**config.mk**
```make
export PLATFORM = sky130hd
export DESIGN_NAME = uart_sample_rx
export DESIGN_NICKNAME = d
export VERILOG_FILES = /design/src/rtl/uart_sample_rx.sv
export SDC_FILE = /design/constraint.sdc
export NUM_CORES = 1
export LEC_CHECK = 0
export CORE_MARGIN = 5
export CORE_UTILIZATION = 58
export DETAILED_ROUTE_END_ITERATION = 6
export GPL_TIMING_DRIVEN = 0
export PLACE_DENSITY_LB_ADDON = 0.15
export SLEW_MARGIN = 20
export SYNTH_ARGS = -nofsm -noshare
export SYNTH_HDL_FRONTEND = slang
export SYNTH_SLANG_ARGS = --single-unit
```
**constraint.sdc**
```tcl
create_clock -name clk -period 4.85 [get_ports clk]
set_clock_uncertainty 0.2 [all_clocks]
set_input_delay 0.97 -clock clk [delete_from_list [all_inputs] [get_ports clk]]
set_output_delay 0.97 -clock clk [all_outputs]
set_load 0.1 [all_outputs]
```
**src/rtl/uart_sample_rx.sv**
```systemverilog
// uart_sample_rx: 8N1 receiver that reassembles 3-byte big-endian frames into 22-bit samples.
// Latency: byte_dv 1 clk after the stop-bit centre sample; sample_dv 1 clk after the last byte_dv.
// Backpressure: none; pulses are one cycle wide and must be consumed when they occur.
// Optional build macro UART_SAMPLE_RX_PARITY_EN switches the byte format to 8E1.
module uart_sample_rx #(
  parameter int CLKS_PER_BIT = 217,
  parameter int TIMEOUT_CLKS = 4340
) (
  input  logic        clk,
  input  logic        reset_n,
  input  logic        rx_serial,
  output logic        byte_dv,
  output logic [7:0]  byte_data,
  output logic        sample_dv,
  output logic [21:0] sample_data,
  output logic        frame_err,
  output logic        sync_err,
  output logic        rx_active
);

  localparam int CNT_W = $clog2(CLKS_PER_BIT);
  localparam int TO_W  = $clog2(TIMEOUT_CLKS + 1);
  localparam logic [CNT_W-1:0] BIT_LAST  = CNT_W'(CLKS_PER_BIT - 1);
  localparam logic [CNT_W-1:0] HALF_LAST = CNT_W'((CLKS_PER_BIT - 1) / 2);
  localparam logic [TO_W-1:0]  TO_LAST   = TO_W'(TIMEOUT_CLKS - 1);

  typedef enum logic [2:0] {
    S_IDLE,
    S_START,
    S_DATA,
`ifdef UART_SAMPLE_RX_PARITY_EN
    S_PARITY,
`endif
    S_STOP,
    S_CLEANUP
  } rx_state_t;

  typedef enum logic [1:0] {A0, A1, A2} asm_state_t;

  logic             rx_meta;
  logic             rxs;
  rx_state_t        rx_state;
  logic [CNT_W-1:0] clk_cnt;
  logic [2:0]       bit_idx;
  logic [7:0]       shift;
  logic             armed;
  logic             stop_ok;
`ifdef UART_SAMPLE_RX_PARITY_EN
  logic             par_ok;
`endif

  asm_state_t       asm_state;
  logic [TO_W-1:0]  idle_cnt;
  logic [5:0]       hi_q;
  logic [7:0]       mid_q;

  // Byte is accepted only if the stop bit is high (and parity matched when enabled).
`ifdef UART_SAMPLE_RX_PARITY_EN
  assign stop_ok = rxs & par_ok;
`else
  assign stop_ok = rxs;
`endif

  // Two-flop synchroniser for the asynchronous line; idles high.
  always_ff @(posedge clk or negedge reset_n) begin
    if (!reset_n) begin
      rx_meta <= 1'b1;
      rxs     <= 1'b1;
    end else begin
      rx_meta <= rx_serial;
      rxs     <= rx_meta;
    end
  end

  // Receive FSM: start validation at mid-bit, then one sample per bit period.
  always_ff @(posedge clk or negedge reset_n) begin
    if (!reset_n) begin
      rx_state  <= S_IDLE;
      clk_cnt   <= '0;
      bit_idx   <= '0;
      shift     <= '0;
      armed     <= 1'b1;
      byte_dv   <= 1'b0;
      byte_data <= '0;
      frame_err <= 1'b0;
      rx_active <= 1'b0;
`ifdef UART_SAMPLE_RX_PARITY_EN
      par_ok    <= 1'b0;
`endif
    end else begin
      byte_dv   <= 1'b0;
      frame_err <= 1'b0;
      case (rx_state)
        S_IDLE: begin
          clk_cnt <= '0;
          bit_idx <= '0;
          // After a framing error the line must go high before a new start is trusted.
          if (!armed) begin
            if (rxs) armed <= 1'b1;
          end else if (!rxs) begin
            rx_state <= S_START;
          end
        end
        S_START: begin
          if (clk_cnt == HALF_LAST) begin
            clk_cnt <= '0;
            if (!rxs) begin
              rx_state  <= S_DATA;
              rx_active <= 1'b1;
            end else begin
              rx_state <= S_IDLE;
            end
          end else begin
            clk_cnt <= clk_cnt + 1'b1;
          end
        end
        S_DATA: begin
          if (clk_cnt == BIT_LAST) begin
            clk_cnt        <= '0;
            shift[bit_idx] <= rxs;
            if (bit_idx == 3'd7) begin
`ifdef UART_SAMPLE_RX_PARITY_EN
              rx_state <= S_PARITY;
`else
              rx_state <= S_STOP;
`endif
            end else begin
              bit_idx <= bit_idx + 1'b1;
            end
          end else begin
            clk_cnt <= clk_cnt + 1'b1;
          end
        end
`ifdef UART_SAMPLE_RX_PARITY_EN
        S_PARITY: begin
          if (clk_cnt == BIT_LAST) begin
            clk_cnt  <= '0;
            par_ok   <= (rxs == ^shift);
            rx_state <= S_STOP;
          end else begin
            clk_cnt <= clk_cnt + 1'b1;
          end
        end
`endif
        S_STOP: begin
          if (clk_cnt == BIT_LAST) begin
            clk_cnt   <= '0;
            rx_active <= 1'b0;
            rx_state  <= S_CLEANUP;
            if (stop_ok) begin
              byte_data <= shift;
              byte_dv   <= 1'b1;
            end else begin
              frame_err <= 1'b1;
              armed     <= 1'b0;
            end
          end else begin
            clk_cnt <= clk_cnt + 1'b1;
          end
        end
        default: begin
          rx_state <= S_IDLE;
        end
      endcase
    end
  end

  // Frame assembler: sync check on the first byte, inter-byte timeout drops partial frames.
  always_ff @(posedge clk or negedge reset_n) begin
    if (!reset_n) begin
      asm_state   <= A0;
      idle_cnt    <= '0;
      hi_q        <= '0;
      mid_q       <= '0;
      sample_dv   <= 1'b0;
      sample_data <= '0;
      sync_err    <= 1'b0;
    end else begin
      sample_dv <= 1'b0;
      sync_err  <= 1'b0;
      if (frame_err) begin
        asm_state <= A0;
        idle_cnt  <= '0;
      end else if (byte_dv) begin
        idle_cnt <= '0;
        case (asm_state)
          A0: begin
            if (byte_data[7:6] != 2'b00) begin
              sync_err <= 1'b1;
            end else begin
              hi_q      <= byte_data[5:0];
              asm_state <= A1;
            end
          end
          A1: begin
            mid_q     <= byte_data;
            asm_state <= A2;
          end
          default: begin
            sample_data <= {hi_q, mid_q, byte_data};
            sample_dv   <= 1'b1;
            asm_state   <= A0;
          end
        endcase
      end else if (asm_state != A0) begin
        if (idle_cnt == TO_LAST) begin
          idle_cnt  <= '0;
          asm_state <= A0;
        end else begin
          idle_cnt <= idle_cnt + 1'b1;
        end
      end else begin
        idle_cnt <= '0;
      end
    end
  end

endmodule

```
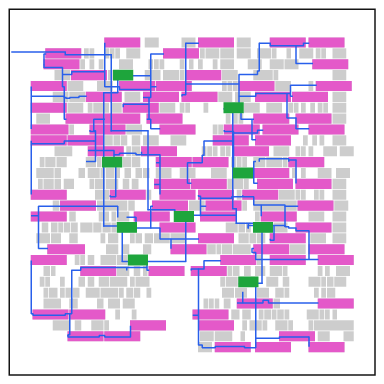
(clock network drawn from the DEF)
Drawn at 4 px/um.
Magenta shows flip-flops, count 89. Blue shows clock wires, length 996 um. Green shows clock drivers, count 9.
Position of the flops: spread over the die. There are 10 routed clock nets.
worst-skew pair later-pin latency: 360 ps
Clock power frac: 36.2%

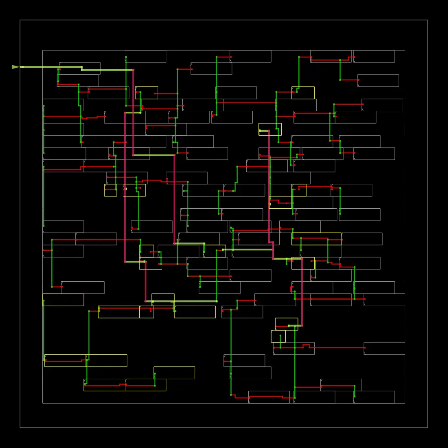
(clock wiring as the flow saved it)
Sinks on Clock Net: 89
Flops: 89
number of buffers added by the clock tree synthesis step: 9
number of clock buffers in the layout: 10
Clock group: 529 uW

==> run_results.csv <==
group,metric,value,unit
outcome,run_status,"complete, no violations",
setup_path,worst_flop_to_flop_path_endpoint,"shift[1]$_DFFE_PN0P_",
clocking,post_cts_buffers,0,
setup_path,rrSetupSlack,2750,ps
min_path,timing.hold.worst.start,"rx_meta$_DFF_PN1_",
min_path,whs_endpoint,"rxs$_DFF_PN1_",
global_routing,grt_antenna_before_repair,0,
synthesis,synth.avg_cell_area,10.9,um^2
synthesis,synthSimpleGateAreaFrac,19.6,%
finish,most-common-layout-cells,"dfrtp_1 (86), nand2_1 (77), clkdlybuf4s50_1 (36)",
global_routing,vias_in_the_first_global_route,2662,
setup_path,crit_path_start_kind,"register",
finish,layout.area.comb,1490,um^2
synthesis,register_share_after_synthesis,58.5,%
sta,pin_slew_with_the_least_headroom_to_its_limit,988,ps
synthesis,synth.cellmix.adderShare,1.64,%
finish,combined_flip_flop_and_latch_cell_area,2230,um^2
sta,layout_worst_path_cycle_share,65.5,%
setup_path,path_cells,"clkdlybuf4s50_1",
route,detail_route.drc_violations,0,
pwr,combinational_cell_fraction_of_total_power,8.3,%
setup_path,timing.critical_path.depth,1,
finish,filler_cell_count,455,
floorplan,floorplan.rows,29,
finish,antennaDiodeCount,0,
setup_path,cpLargestDelayFamily,"buffers and inverters",
sta,setup_total_negative_slack,0,ps
pwr,total_power,1460,uW
pwr,seq_power_share,55.4,%
synthesis,synth_flops,89,
clocking,cts.repair.resized,0,
placed_design,hpwlAfterDp,5250,um
synthesis,top_non_seq_family,"simple AND/OR/NAND/NOR gates",
route,route.detailed.vias_per_inst,5.57,
setup_path,worstSetupStartpoint,"byte_data[2]$_DFFE_PN0P_",
global_routing,largest_net_degree_at_the_start_of_global_routing,52,
finish,post-route-cell-area,4510,um^2
route,drt-total-wl,7490,um
placed_design,post-place-ws,2070,ps
finish,layout_top_cell,"dfrtp_1",
layout make-up:
| class | count | share of cell area (%) |
|---|---|---|
| repair buffers | 38 | 8.76 |
| inverters | 11 | 0.915 |
| plain buffers | 12 | 1.08 |
| clock inverters | 6 | 1.61 |
| well taps | 77 | 2.13 |
| multi-input cells | 238 | 33.0 |
| flip-flops and latches | 89 | 49.4 |
| clock buffers | 10 | 3.05 |
power by group through the flow:
stage          combinational, uW  clock [uW]  sequential [uW]
3_5_place_dp                 124           0              823
5_1_grt                      139         573              817
6_report                     122         529              810
4_1_cts                      124         538              809
3_3_place_gp                 115           0              823
2_1_floorplan               86.8           0              815
routing by layer:
layer	GRT usage, %	routed length, um	vias up
met3	3.31	313	20
met2	30.9	3630	61
li1	-	-	1298
met5	0	0	-
met4	7.46	164	0
met1	26.2	3390	1300
Power is estimated from default activity; no workload was simulated.
